**Metal layers overlaid**

Drawn at 1.5 px/um.
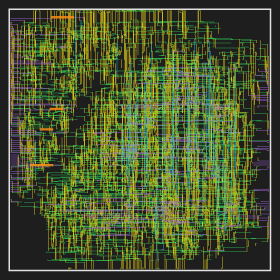
**Clock routing**

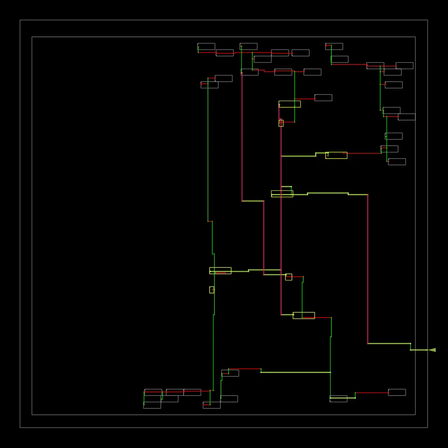
**Signal wires on met3**

Drawn at 3 px/um.
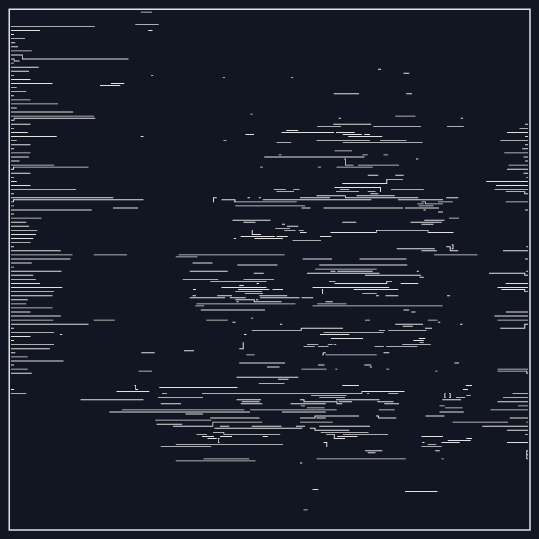
**Gate-type map**

Drawn at 1.5 px/um.
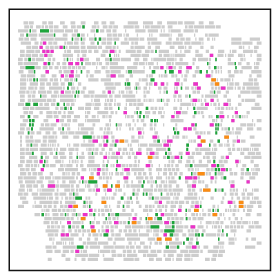
==> config.mk <==
export PLATFORM = sky130hd
export DESIGN_NAME = exec_unit
export DESIGN_NICKNAME = d
export VERILOG_FILES = /design/src/rtl/exec_unit.sv
export SDC_FILE = /design/constraint.sdc
export NUM_CORES = 1
export LEC_CHECK = 0
export ABC_CLOCK_PERIOD_IN_PS = 7100
export CAP_MARGIN = 15
export CORE_MARGIN = 5
export CORE_UTILIZATION = 35
export CTS_BUF_LIST = sky130_fd_sc_hd__clkbuf_16
export DETAILED_ROUTE_END_ITERATION = 6
export HOLD_SLACK_MARGIN = 0.15
export SETUP_SLACK_MARGIN = 0.4
export SLEW_MARGIN = 10
export SYNTH_ARGS = -nofsm -noshare
export SYNTH_HDL_FRONTEND = slang
export SYNTH_SLANG_ARGS = --single-unit
==> constraint.sdc <==
create_clock -name clk -period 7.1 [get_ports clk]
set_input_delay 1.42 -clock clk [delete_from_list [all_inputs] [get_ports clk]]
set_output_delay 1.42 -clock clk [all_outputs]
set_load 0.05 [all_outputs]
==> results.yml <==
# yosys + openroad results
layout:
  nNetsFinal: 2106
  area_growth_syn_to_layout_pct: 73.7
  logic_area_um2: 9170
  max_reg_flops: 32
  fillerInstances: 2407
  regArea_um2: 661
floorplan:
  die_height_um: 173
  chip_width_um: 173
  design.portCount: 271
  die-area_um2: 30000
  coreArea_um2: 26100
critical_path:
  critPathMaxFanout: 3
  path_depth: 18
  worst_ep_required_time_ns: 5.68
  startpoint_type: "input pin"
  critical-path-max-stage-delay_ns: 0.34
  crit_top_cell: "buf_4"
  timing.critical_path.arrival_ns: 5.13
  cp_slowest_cell: "o31a_1"
  start_to_end_type_of_the_worst_setup_path: "input pin to output pin"
  setup.worst_path.end_class: "output pin"
  worstPathBufferInverterCount: 6
  path_cells: "clkdlybuf4s15_1 > inv_2 > ha_4 > nor2_4 > o311ai_2 > buf_4 > a211oi_4 > a211oi_2 > buf_4 > o31a_1 > o31ai_4 > a31oi_2 > mux2_4 > a2111oi_4 > buf_4 > nand4_1 > nor3_2 > clkbuf_16"
hold_path:
  hold_depth: 6
  hold_path.class: "input pin to flop"
final_timing:
  final_critical_path_setup_slack_ns: 0.551
  timing.final.crit_share_pct: 92.2
  final-setup-viol-count: 0
  timing_worst_slew_pin_value_ns: 0.829
  timing.final.hold_violations: 0
  timing.max_slew.rel_slack_pct: 43.3
  final_max_slew_viol_count: 0
  fin_hold_ws_ns: 1.89
  fmaxAchievable_ghz: 0.153
  timing.final.crit_period_ns: 6.55
  rsz0062_at_grt: "true"
synthesis:
  post_synth_edffs: 0
  area_share_of_the_leading_cell_type_in_the_synthesized_netlist_pct: 17.5
  syn-num-nets: 1610
  netlist.top_cell.by_area: "ha_1"
  avgSynthCellArea_um2: 6.95
  most_instantiated_cells_after_synthesis: "ha_1 (130), nor2_1 (127), inv_1 (115), a21oi_1 (107), nand2_1 (85)"
  synth_cells: 1340
  synth_async_sr_flop_share_pct: 0
  fa_ha_area_share_pct: 18.1
  netlist_top_cells_area: "ha_1 (17%), dfxtp_1 (7.1%), a21oi_1 (5.8%), nor2_1 (5.1%), inv_1 (4.6%)"
  fraction_of_the_mapped_netlist_area_in_compound_gates_pct: 33.5
  yosysUniqueCellTypes: 93
  yosysChipArea_um2: 9310
  synth_warnings: 0
  synthFlopType: "dfxtp_1"
  ys_seq_share_pct: 7.10
  post_synth_mux_area_share_pct: 2.50
cts:
  clk_root_buffer_cell: "clkbuf_16"
  cts_hold_repair.buffers: 0
  cts_buffer_depth: 2
  cts_tree: "built"
  h_tree_level_count: 2
  cts_clk_pin_slew_worst_paths_ns: 0.07
place:
  dp_hpwl_um: 36900
  postPlaceCellArea_um2: 14500
  io_buffers: 262
  place_congestion: 1.01
  pre_cts_ws_ns: -0.133
run:
  cap_violations: 0
routing:
  detail_route.wl_per_cell_um: 21.0
  vias_per_cell: 5.80
  drt_pre_antenna_iters: 5
  ant_nets: 0
global_routing:
  grt_start_max_net_pins: 34
  grt_overflow_total: 0
  via_count_of_the_first_global_routing_pass: 12200
  grt_pass1_wl_um: 68600
  grt_antenna_before_repair: 6
outcome:
  status: "finished, final reports clean"
power_and_ir_drop:
  total_leakage_power_nw: 7.35
About 'metal layers overlaid':
Yellow shows met2, wire length 21.5 mm. Green shows met1, wire length 17900 um. Orange shows met5, wire length 42.3 um. Purple shows met3, wire length 3610 um. Cyan shows met4, wire length 2580 um.
Post-Route WL: 45600 um
total routing resource utilization after global routing: 28.3%

About 'clock routing':
number of buffers added by the clock tree synthesis step: 5
number of sinks driven by the clock tree: 33

About 'signal wires on met3':
The layer carries 3610 um of wire. The wires run mostly horizontal.
GR Util met3: 5.20%
via count: 12600

About 'gate-type map':
Green shows NAND gates, cells 184, most used nand2_1, where widely spread. Magenta shows AND-OR and OR-AND gates, cells 106, most used a21o_1, where widely spread. Orange shows multiplexers, cells 23, most used mux2i_1.
fraction of area in multi-input gates: 56.7%
top logic cell by instance count in the layout: buf_4

per-layer routing:
metal  up-vias  routed length (um)  track usage [%]
li1       5920                   -                -
met1      5917               17900             33.9
met2       635               21500             48.9
met3       129                3610             5.20
met4         8                2580             13.3
met5         -                  42                0
metrics by stage:
stage,instances,TNS (ns),util (%),total power [mW]
after detailed placement,2115,-0.133,55.3,2.23
after global routing,2174,0,61.9,2.78
after floorplan,1340,0,-,1.32
final,2174,0,61.9,2.66
after global placement,2115,-0.0697,55.3,2.22
after CTS,2146,0,58.4,2.56
power breakdown:
part	internal, mW	switching [mW]	total (mW)
clock	0.129	0.113	0.243
combinational	0.932	1.26	2.19
sequential	0.213	0.00695	0.220
area by class of cell:
class                      count  share of cell area [%]
clock buffer                   5                   0.774
multi-input combinational   1120                    56.7
tap                          335                    2.59
timing repair buffer         556                    32.8
antenna                        2                  0.0310
inverter                     120                    2.92
sequential                    33                    4.09
clock inverter                 3                   0.108
placed cells by master (no fill, tap or decap), types with 9 or more instances in the layout:
cell,count
a21o_1,37
inv_1,87
buf_12,39
dlymetal6s2s_1,34
buf_4,293
a211oi_1,17
xnor2_2,11
a21oi_1,89
a21oi_2,18
nand3_1,44
o21ai_0,48
nand4_1,21
nor2_1,117
xor2_1,14
clkdlybuf4s50_1,162
ha_1,94
ha_4,30
buf_6,10
inv_2,28
and3_1,9
o21a_1,12
o211ai_1,24
mux2i_1,20
nor3_1,28
nand2_1,83
dfxtp_1,33
a221o_1,15
a221oi_1,12
o21bai_1,15
xnor2_1,30
nand2b_1,15
o21ai_1,12
o31ai_1,12
nor2b_1,31
nor4_1,18
a31oi_1,14
repair_timing:
action                     in CTS  in global routing
gates resized                 121                184
buffers inserted               23                 26
pin swaps                      42                 91
setup endpoints to repair       8                  7
No activity file was given, so power comes from the tool's default toggle rates.
